==> src/rtl/ycocg_block_buffer.sv <==
// Ping-pong collector for 8x2 blocks of signed Y/Co/Cg pixels.
// One bank fills pixel by pixel while the other presents a whole block as a wide word.
module ycocg_block_buffer #(
    parameter int BITS             = 14,
    parameter int BLOCK_PIX        = 16,
    parameter int BLOCKS_PER_SLICE = 240
) (
    input  logic                        clk,
    input  logic                        rst,
    input  logic                        in_valid,
    output logic                        in_ready,
    input  logic signed [BITS-1:0]      in_y,
    input  logic signed [BITS-1:0]      in_co,
    input  logic signed [BITS-1:0]      in_cg,
    output logic                        out_valid,
    input  logic                        out_ready,
    output logic [BITS*BLOCK_PIX-1:0]   out_y,
    output logic [BITS*BLOCK_PIX-1:0]   out_co,
    output logic [BITS*BLOCK_PIX-1:0]   out_cg,
    output logic                        out_last
);

    localparam int IDX_W = $clog2(BLOCK_PIX);
    localparam int SEL_W = IDX_W + 1;
    localparam int NSLOT = 2 * BLOCK_PIX;
    localparam int CNT_W = (BLOCKS_PER_SLICE > 1) ? $clog2(BLOCKS_PER_SLICE) : 1;

    // Both banks live in one flat array; the bank number is the top address bit.
    logic [BITS-1:0]  r_y  [NSLOT];
    logic [BITS-1:0]  r_co [NSLOT];
    logic [BITS-1:0]  r_cg [NSLOT];

    logic             r_wr_bank;
    logic [IDX_W-1:0] r_wr_idx;
    logic             r_rd_bank;
    logic [1:0]       r_full;
    logic [CNT_W-1:0] r_blk_cnt;

    logic             w_wr_fire;
    logic             w_rd_fire;
    logic             w_last_pix;
    logic [SEL_W-1:0] w_wr_sel;
    logic [1:0]       w_full_next;

    assign in_ready   = !r_full[r_wr_bank] && !rst;
    assign out_valid  = r_full[r_rd_bank];
    assign out_last   = (r_blk_cnt == CNT_W'(BLOCKS_PER_SLICE - 1));

    assign w_wr_fire  = in_valid && in_ready;
    assign w_rd_fire  = out_valid && out_ready && !rst;
    assign w_last_pix = (r_wr_idx == IDX_W'(BLOCK_PIX - 1));
    assign w_wr_sel   = {r_wr_bank, r_wr_idx};

    // A completing write and a release always target different banks.
    always_comb begin
        w_full_next = r_full;
        if (w_rd_fire) begin
            w_full_next[r_rd_bank] = 1'b0;
        end
        if (w_wr_fire && w_last_pix) begin
            w_full_next[r_wr_bank] = 1'b1;
        end
    end

    always_ff @(posedge clk) begin
        if (rst) begin
            for (int i = 0; i < NSLOT; i++) begin
                r_y[i]  <= '0;
                r_co[i] <= '0;
                r_cg[i] <= '0;
            end
        end else if (w_wr_fire) begin
            r_y[w_wr_sel]  <= in_y;
            r_co[w_wr_sel] <= in_co;
            r_cg[w_wr_sel] <= in_cg;
        end
    end

    always_ff @(posedge clk) begin
        if (rst) begin
            r_wr_bank <= 1'b0;
            r_wr_idx  <= '0;
            r_rd_bank <= 1'b0;
            r_full    <= '0;
            r_blk_cnt <= '0;
        end else begin
            r_full <= w_full_next;
            if (w_wr_fire) begin
                if (w_last_pix) begin
                    r_wr_idx  <= '0;
                    r_wr_bank <= !r_wr_bank;
                end else begin
                    r_wr_idx  <= r_wr_idx + IDX_W'(1);
                end
            end
            if (w_rd_fire) begin
                r_rd_bank <= !r_rd_bank;
                if (out_last) begin
                    r_blk_cnt <= '0;
                end else begin
                    r_blk_cnt <= r_blk_cnt + CNT_W'(1);
                end
            end
        end
    end

    genvar gi;
    generate
        for (gi = 0; gi < BLOCK_PIX; gi++) begin : g_pack
            assign out_y[BITS*gi +: BITS]  = r_y[{r_rd_bank, IDX_W'(gi)}];
            assign out_co[BITS*gi +: BITS] = r_co[{r_rd_bank, IDX_W'(gi)}];
            assign out_cg[BITS*gi +: BITS] = r_cg[{r_rd_bank, IDX_W'(gi)}];
        end
    endgenerate

endmodule
==> config.mk <==
export PLATFORM = sky130hd
export DESIGN_NAME = ycocg_block_buffer
export DESIGN_NICKNAME = d
export VERILOG_FILES = /design/src/rtl/ycocg_block_buffer.sv
export SDC_FILE = /design/constraint.sdc
export NUM_CORES = 2
export LEC_CHECK = 0
export CAP_MARGIN = 40
export CORE_UTILIZATION = 42
export CTS_CLUSTER_SIZE = 24
export DETAILED_ROUTE_END_ITERATION = 8
export PLACE_DENSITY = 0.69
export SYNTH_ARGS = -nofsm -noshare
export SYNTH_HDL_FRONTEND = slang
export SYNTH_SLANG_ARGS = --single-unit
==> constraint.sdc <==
create_clock -name clk -period 18.2 [get_ports clk]
set_input_delay 4.55 -clock clk [delete_from_list [all_inputs] [get_ports clk]]
set_output_delay 4.55 -clock clk [all_outputs]
set_load 0.1 [all_outputs]
Fig. 1: signal wires by layer
Two of the layers only.
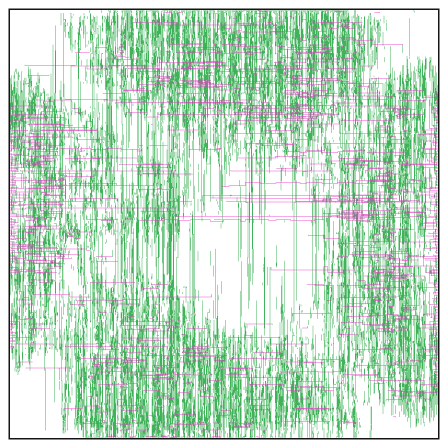
met3 -> magenta  # wire length 16700 um
met2 -> green  # wire length 109 mm

Fig. 2: routing congestion
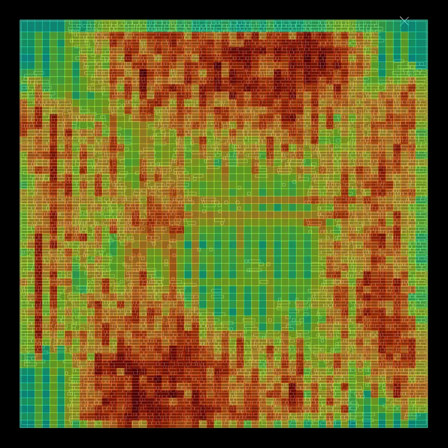
most used routing layer: met2
met2 Usage GRT: 51.9%
met3 usage: 5.42%
routed len/inst: 30.7 um

Fig. 3: met1 routing
The bar under the picture is 100 um long. Supply wires on this layer in gray.
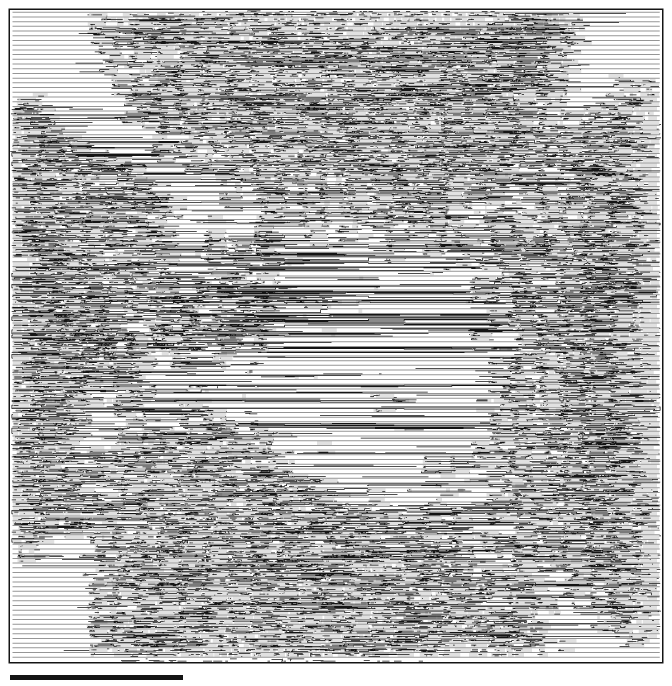
nets with wire on the layer = 4926
longest straight run = 163 um
main direction = horizontal
share of all routed wire = 37%

-- flip-flops by register name, indices dropped and copies added (netlist names), named ones only --
signal,cells
r_blk_cnt,8
r_cg,448
r_rd_bank,1
r_co,448
r_wr_bank,1
r_full,2
r_y,448
r_wr_idx,4
-- how the worst min path moves through the flow --
stage                     slack (ns)      endpoint  cells after the start    startpoint
after global placement          0.49  r_blk_cnt[1]                      2  r_blk_cnt[1]
after detailed placement        0.52  r_blk_cnt[1]                      2  r_blk_cnt[1]
after global routing            0.55  r_blk_cnt[3]                      2  r_blk_cnt[3]
final                           0.53  r_blk_cnt[3]                      2  r_blk_cnt[3]
after floorplan                 0.46  r_blk_cnt[1]                      2  r_blk_cnt[1]
after CTS                       0.53  r_blk_cnt[1]                      2  r_blk_cnt[1]
-- worst min-delay path, stage by stage (launching register included) --
cell	delay, ns
dfxtp_1	0.34
inv_1	0.06
a221oi_1	0.07
-- synth_stat cells (3+ instances only) --
master	n
mux2_2	672
nand3_2	3
a311oi_1	3
clkbuf_2	27
nand2_1	11
clkbuf_1	303
edfxtp_1	1344
nor2_2	3
dfxtp_1	17
inv_1	7
o21ai_0	34
and2_1	1347
nor2_1	37
buf_2	14
a21oi_1	8
nor2_4	3
nand3_1	5
nand3b_1	5
ha_1	5
-- logic make-up (layout without fill, tap and decap cells) --
family | after synthesis | in the layout | share of synthesized area (%)
adders and majority gates | 5 | 5 | 0.106
muxes | 675 | 675 | 12.9
AOI/OAI and AO/OA | 54 | 54 | 0.522
and+or+nand+nor | 1430 | 1430 | 15.0
DFF | 1361 | 1361 | 69.0
other | 0 | 13 | 0
buffers and inverters | 353 | 1800 | 2.35
xor gates and xnor gates | 2 | 2 | 0.0297
==> out/results.tsv <==
stage	metric	value	unit
final_timing	Hold Vio Cnt, Final	0	
logic_synthesis	largest area contributor in the netlist	edfxtp_1	
floorplan	Rows	137	
clock_tree	CTS Sinks	1361	
finish	most frequent logic cell in the layout	and2_1	
finish	Combinational Gates	2166	
pwr	Clock power frac	38.5	%
outcome	status	finished, violations left	
finish	Antenna diodes	13	
setup_path	CP arrival	6.77	ns
finish	layout filler cell count	8925	
pwr	seq pwr	3.58	mW
placement	routability congestion estimate	0.794	
floorplan	die span in x	377	um
clock_tree	clock root buffer	clkbuf_16	
final_timing	clk_skew	0.0382	ns
setup_path	Setup crit start kind	input pin	
finish	combinational gate area	17400	um^2
routing	DR DRC count	3	
clock_tree	clk_lat worst skew	0.81	ns
logic_synthesis	syn_nets	3931	
run	tool warnings	39	
clock_tree	CTS resizes	0	
pwr	Tot Pwr	7.72	mW
outcome	failing checks	design-rule violations	
setup_path	Worst Reg-to-Reg Cells	5	
pwr	P_comb	1.17	mW
logic_synthesis	Ys Warns	0	
logic_synthesis	Post-synth EDFFs	1344	
clock_tree	CTS max path bufs	3	
Power and IR drop assume default switching activity.
